run_1/cell_density.png
6 x 8 tiles, from black (low) to pale yellow (high), 0 to 100% covered.
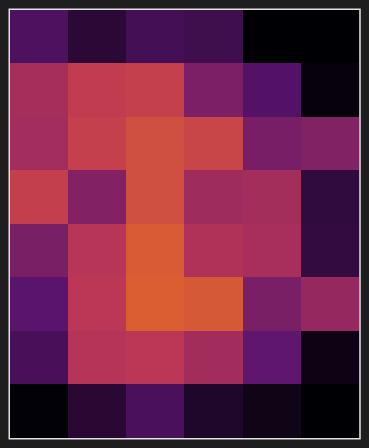
run_1/congestion.png
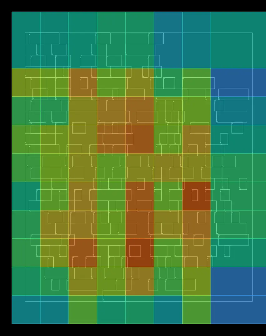
run_1/flops_by_reg.png
Other sequential cells in the stronger gray, the rest of the logic in the fainter gray.
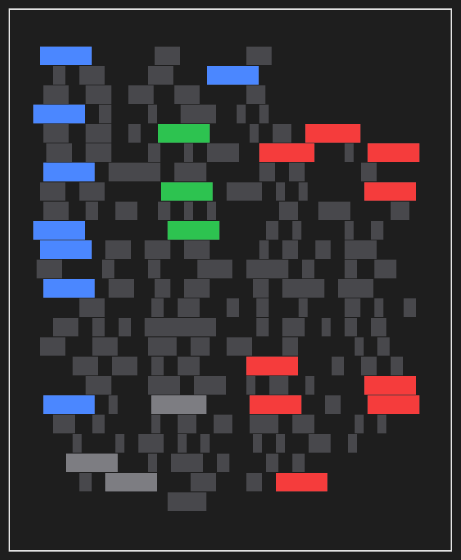
==> config.mk <==
export PLATFORM = sky130hd
export DESIGN_NAME = uart_transmitter_flat
export DESIGN_NICKNAME = d
export VERILOG_FILES = /design/src/rtl/uart_transmitter_if.sv /design/src/rtl/uart_transmitter.sv /design/src/flat_wrapper.sv
export SDC_FILE = /design/constraint.sdc
export NUM_CORES = 1
export LEC_CHECK = 0
export CAP_MARGIN = 20
export CELL_PAD_IN_SITES_DETAIL_PLACEMENT = 2
export CELL_PAD_IN_SITES_GLOBAL_PLACEMENT = 2
export CORE_ASPECT_RATIO = 1.25
export CORE_MARGIN = 3
export CORE_UTILIZATION = 34
export DETAILED_ROUTE_END_ITERATION = 8
export GPL_TIMING_DRIVEN = 0
export PLACE_DENSITY = 0.84
export SYNTH_ARGS = -nofsm -noshare
export SYNTH_HDL_FRONTEND = slang
export SYNTH_SLANG_ARGS = --single-unit
export TNS_END_PERCENT = 1
==> constraint.sdc <==
create_clock -name Clock -period 1.8 [get_ports Clock]
set_input_delay 0.36 -clock Clock [delete_from_list [all_inputs] [get_ports Clock]]
set_output_delay 0.36 -clock Clock [all_outputs]
set_load 0.05 [all_outputs]
==> src/rtl/uart_transmitter_if.sv <==
// Byte handshake between the CPU store path and the UART transmitter.
// Producer drives DataIn/DataInValid; transmitter answers with DataInReady.
interface uart_transmitter_if;
  logic [7:0] DataIn;
  logic       DataInValid;
  logic       DataInReady;

  modport master (
    output DataIn,
    output DataInValid,
    input  DataInReady
  );

  modport slave (
    input  DataIn,
    input  DataInValid,
    output DataInReady
  );
endinterface

==> src/rtl/uart_transmitter.sv <==
// 8N1 UART transmitter, LSB first, registered serial output.
// Optional UART_TX_BUF_EN adds a one-byte holding register ahead of the shifter.
module uart_transmitter #(
  parameter int CLOCK_FREQ = 33_000_000,
  parameter int BAUD_RATE  = 115_200
) (
  input  logic          Clock,
  input  logic          Reset_n,
  uart_transmitter_if.slave in_if,
  output logic          SOut
);

  localparam int SYMBOL_EDGE_TIME    = CLOCK_FREQ / BAUD_RATE;
  localparam int CLOCK_COUNTER_WIDTH = $clog2(SYMBOL_EDGE_TIME);
  localparam int CW                  = CLOCK_COUNTER_WIDTH;
  localparam logic [CW-1:0] CNT_MAX  = CW'(SYMBOL_EDGE_TIME - 1);

  typedef enum logic [1:0] {
    IDLE,
    START,
    DATA,
    STOP
  } state_e;

  state_e          state_q, state_d;
  logic [CW-1:0]   clk_cnt_q, clk_cnt_d;
  logic [2:0]      bit_cnt_q, bit_cnt_d;
  logic [7:0]      shift_q, shift_d;
  logic            sout_q, sout_d;

  logic            ready;
  logic            accept;
  logic            bit_end;
  logic            load;
  logic [7:0]      next_byte;

`ifdef UART_TX_BUF_EN
  logic [7:0]      buf_q, buf_d;
  logic            buf_full_q, buf_full_d;

  // Holding register: a queued byte always wins the shifter slot
  always_comb begin
    buf_d      = buf_q;
    buf_full_d = buf_full_q;
    ready      = !buf_full_q;
    accept     = in_if.DataInValid && ready;
    next_byte  = buf_full_q ? buf_q : in_if.DataIn;
    load       = (buf_full_q || accept) &&
                 ((state_q == IDLE) ||
                  ((state_q == STOP) && bit_end));
    if (load && buf_full_q) begin
      buf_full_d = 1'b0;
    end
    if (accept && !(load && !buf_full_q)) begin
      buf_d      = in_if.DataIn;
      buf_full_d = 1'b1;
    end
  end

  // Holding register state
  always_ff @(posedge Clock) begin
    if (!Reset_n) begin
      buf_q      <= '0;
      buf_full_q <= 1'b0;
    end else begin
      buf_q      <= buf_d;
      buf_full_q <= buf_full_d;
    end
  end
`else
  // Without a buffer the shifter only takes bytes while idle
  always_comb begin
    ready     = (state_q == IDLE);
    accept    = in_if.DataInValid && ready;
    next_byte = in_if.DataIn;
    load      = accept;
  end
`endif

  assign bit_end           = (clk_cnt_q == CNT_MAX);
  assign in_if.DataInReady = ready;
  assign SOut              = sout_q;

  // Frame sequencer: next state, counters, shifter and line level
  always_comb begin
    state_d   = state_q;
    clk_cnt_d = clk_cnt_q;
    bit_cnt_d = bit_cnt_q;
    shift_d   = shift_q;
    sout_d    = sout_q;

    if (state_q != IDLE) begin
      clk_cnt_d = bit_end ? '0 : clk_cnt_q + 1'b1;
    end

    unique case (state_q)
      IDLE: begin
        sout_d = 1'b1;
        if (load) begin
          state_d   = START;
          shift_d   = next_byte;
          clk_cnt_d = '0;
          bit_cnt_d = '0;
          sout_d    = 1'b0;
        end
      end
      START: begin
        if (bit_end) begin
          state_d = DATA;
          sout_d  = shift_q[0];
        end
      end
      DATA: begin
        if (bit_end) begin
          shift_d = {1'b0, shift_q[7:1]};
          if (bit_cnt_q == 3'd7) begin
            state_d   = STOP;
            bit_cnt_d = '0;
            sout_d    = 1'b1;
          end else begin
            bit_cnt_d = bit_cnt_q + 3'd1;
            sout_d    = shift_q[1];
          end
        end
      end
      STOP: begin
        if (bit_end) begin
          if (load) begin
            state_d   = START;
            shift_d   = next_byte;
            bit_cnt_d = '0;
            sout_d    = 1'b0;
          end else begin
            state_d = IDLE;
            sout_d  = 1'b1;
          end
        end
      end
      default: begin
        state_d = IDLE;
        sout_d  = 1'b1;
      end
    endcase
  end

  // Sequencer state; reset aborts any frame and idles the line high
  always_ff @(posedge Clock) begin
    if (!Reset_n) begin
      state_q   <= IDLE;
      clk_cnt_q <= '0;
      bit_cnt_q <= '0;
      shift_q   <= '0;
      sout_q    <= 1'b1;
    end else begin
      state_q   <= state_d;
      clk_cnt_q <= clk_cnt_d;
      bit_cnt_q <= bit_cnt_d;
      shift_q   <= shift_d;
      sout_q    <= sout_d;
    end
  end

endmodule

==> src/flat_wrapper.sv <==
// flat-port wrapper written by rule: the top's interface ports become plain ports
module uart_transmitter_flat 
#(
  parameter int CLOCK_FREQ = 33_000_000,
  parameter int BAUD_RATE  = 115_200
)
  (Clock, Reset_n, SOut, in_if_DataIn, in_if_DataInValid, in_if_DataInReady);
  uart_transmitter_if in_if_i ();
  input  logic Clock;
  input  logic Reset_n;
  output logic SOut;
  input wire logic [$bits(in_if_i.DataIn)-1:0] in_if_DataIn;
  input wire logic [$bits(in_if_i.DataInValid)-1:0] in_if_DataInValid;
  output wire logic [$bits(in_if_i.DataInReady)-1:0] in_if_DataInReady;
  assign in_if_i.DataIn = in_if_DataIn;
  assign in_if_i.DataInValid = in_if_DataInValid;
  assign in_if_DataInReady = in_if_i.DataInReady;
  uart_transmitter #(.CLOCK_FREQ(CLOCK_FREQ), .BAUD_RATE(BAUD_RATE)) u_core (.Clock(Clock), .Reset_n(Reset_n), .in_if(in_if_i), .SOut(SOut));
endmodule
==> run notes, run 1 <==
run metrics: Non-clk invs 6, cell count in the Yosys report 146, Adder Area Share between 7 and 8%, Pleak 0.6293 nW, max_slew headroom around 65%, FP Rows 24, most common cell after layout, fill and taps aside dfxtp_1, Flop area 464.2 sq um, switching pwr roughly 990 uW, unrepaired setup endpoints after global routing yes, antenna violations before repair 0, top layer in use met4, CP max stage cell clkdlybuf4s15_1, hold_buf cts 0, total of max-cap violations 0, Yosys warnings 0, status finished clean, Setup TNS 0 ns, hold depth 2, switching share of power 42.55%, Async SR Flop Fraction 0%, die height between 70 and 80 microns, dpl cells just under 200, crit path DRT 1.44 ns, Seq/Total Area, Yosys between 30% and 40%, Top-area cell share a little over a third, Hold Path End u_core.SOut, area grow syn2layout 17.47%, part of the power in the clock network roughly 14%, DIE WIDTH just over 60 microns, worst min-delay path category reg -> reg, Total Wirelength around 3600 microns, cell internal pwr between 1 and 1.5 mW, crit-path max FO 4, Pwr top combinational cells, Commonest flop dfxtp_1, P_comb ~1.3 mW, FP Util between 30 and 40%, Largest regs u_core.clk_cnt_q x9, u_core.shift_q x8, u_core.bit_cnt_q x3, GR peak layer met2, Final WS setup 0.05580 ns, Basic Gates by Area 22.29%, most common logic cells in the final layout dfxtp_1, nand2_1, nand3_1, WL met3 slightly below 70 microns, setup bufs post-CTS 0, Setup crit end in_if_DataInReady, largest net degree at the start of global routing 14, antenna-violating nets left 0, crit path buf inv count 2, number of primary I/O pins 13, via count about 1100, Comb area slightly above 800 sq um, Synth flops 23, PortBufs 11, clk latency late pin between 0.2 and 0.3 ns, syn avg cell area between 9 and 10 sq um, commonest cells in the netlist dfxtp_1, nand2_1, nand3_1, mux2i_1, dpl cell area 0.001489 sq mm, # fillers ~410, Non-clock buffer share a little over a tenth, Largest cell class combinational gates, routed wl met2 a little over 2000 microns, H-tree levels 1, Tmin final 1.744 ns, # nets final roughly 180, reg-to-reg setup timing slack ~0.09 ns, Critical Path Stages 3, Final Power 2.328 mW, fraction of area in registers 29.82%, Logic pwr share between 50% and 60%, hold path startpoint u_core.SOut, clock root cell clkbuf_8
-- cell_density.png (at the start) --
densest ninth of the die = middle
nearly empty tiles = 10%
emptiest ninth of the die = top right
fullest tile = 62%
mean over tiles = 32%

-- congestion.png (at the start) --
routed len/inst: 17.88 microns
Final Core Density: 43.19%
M3 GR Usage: 2.712%
met1 Use GR: 19.84%
M2 GR Usage: 32.71%

-- flops_by_reg.png (at the start) --
blue -> `u_core.shift_q`  # sequential cells 8
green -> `u_core.bit_cnt_q`  # sequential cells 3
red -> `u_core.clk_cnt_q`  # sequential cells 9

==> run 2, diff against run 1 <==
- SKIP_LAST_GASP: not set -> 1
run_2/cell_density.png
6 x 8 tiles, from black (low) to pale yellow (high), 0 to 100% covered.
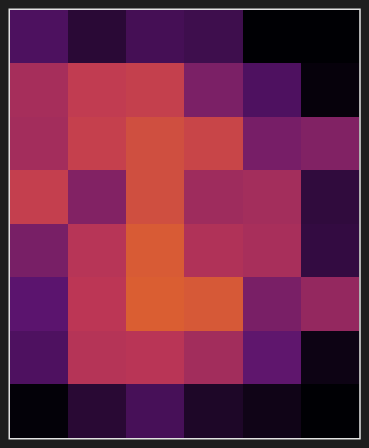
Final Core Density: 43.16%
Core Region: 0.003603 sq mm
FP Util: 36.77%

run_2/sizes.png
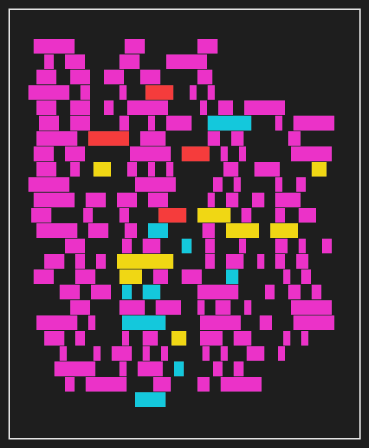
red -> _6 and larger  # cells 4, share 2.5%
cyan -> _2 cells  # cells 9, share 5.6%
magenta -> _0 and _1 cells  # cells 140, share 87%
yellow -> _3 and _4 cells  # cells 8, share 5.0%

==> run notes, run 2 <==
run metrics: die height 75.80 microns, Logic pwr share a little over half, dpl cell area 0.001489 sq mm, number of primary I/O pins 13, Yosys warnings 0, area grow syn2layout 17.37%, part of the power in the clock network 14.1%, hold_buf cts 0, reg-to-reg setup timing slack around 0.08 ns, GR peak layer met2, Commonest flop dfxtp_1, Pwr top combinational cells, antenna-violating nets left 0, unrepaired setup endpoints after global routing yes, hold depth 2, WL met3 68 microns, max_slew headroom 64.83%, Setup crit end SOut, Async SR Flop Fraction 0%, Pleak ~0.63 nW, via count ~1100, crit path buf inv count 1, switching share of power a little over two fifths, Flop area between 400 and 500 sq um, Non-clk invs 6, M2 GR Usage about 33%, worst min-delay path category reg -> reg, total of max-cap violations 0, cell count in the Yosys report between 100 and 150, crit-path max FO 2, Seq/Total Area, Yosys 34.75%, Comb area ~800 sq um, setup bufs post-CTS 0, routed wl met2 approximately 2000 microns, Final WS setup between 0.002 and 0.0025 ns, Hold Path End u_core.SOut, CP max stage cell clkdlybuf4s50_1, clk latency late pin ~0.27 ns, Largest cell class combinational gates, H-tree levels 1, top layer in use met4, commonest cells in the netlist dfxtp_1, nand2_1, nand3_1, mux2i_1, Setup TNS 0 ns, P_comb between 1 and 1.5 mW, M3 GR Usage under 10%, Top-area cell share a little over a third, crit path DRT approximately 1.4 ns, Critical Path Stages 1, dpl cells ~200, met1 Use GR 19.84%, most common cell after layout, fill and taps aside dfxtp_1, Largest regs u_core.clk_cnt_q x9, u_core.shift_q x8, u_core.bit_cnt_q x3, # nets final about 180, Final Power between 2 and 2.5 mW, # fillers just over 400, status finished clean
Power figures rest on the tool's default switching activity, not on a simulated workload.
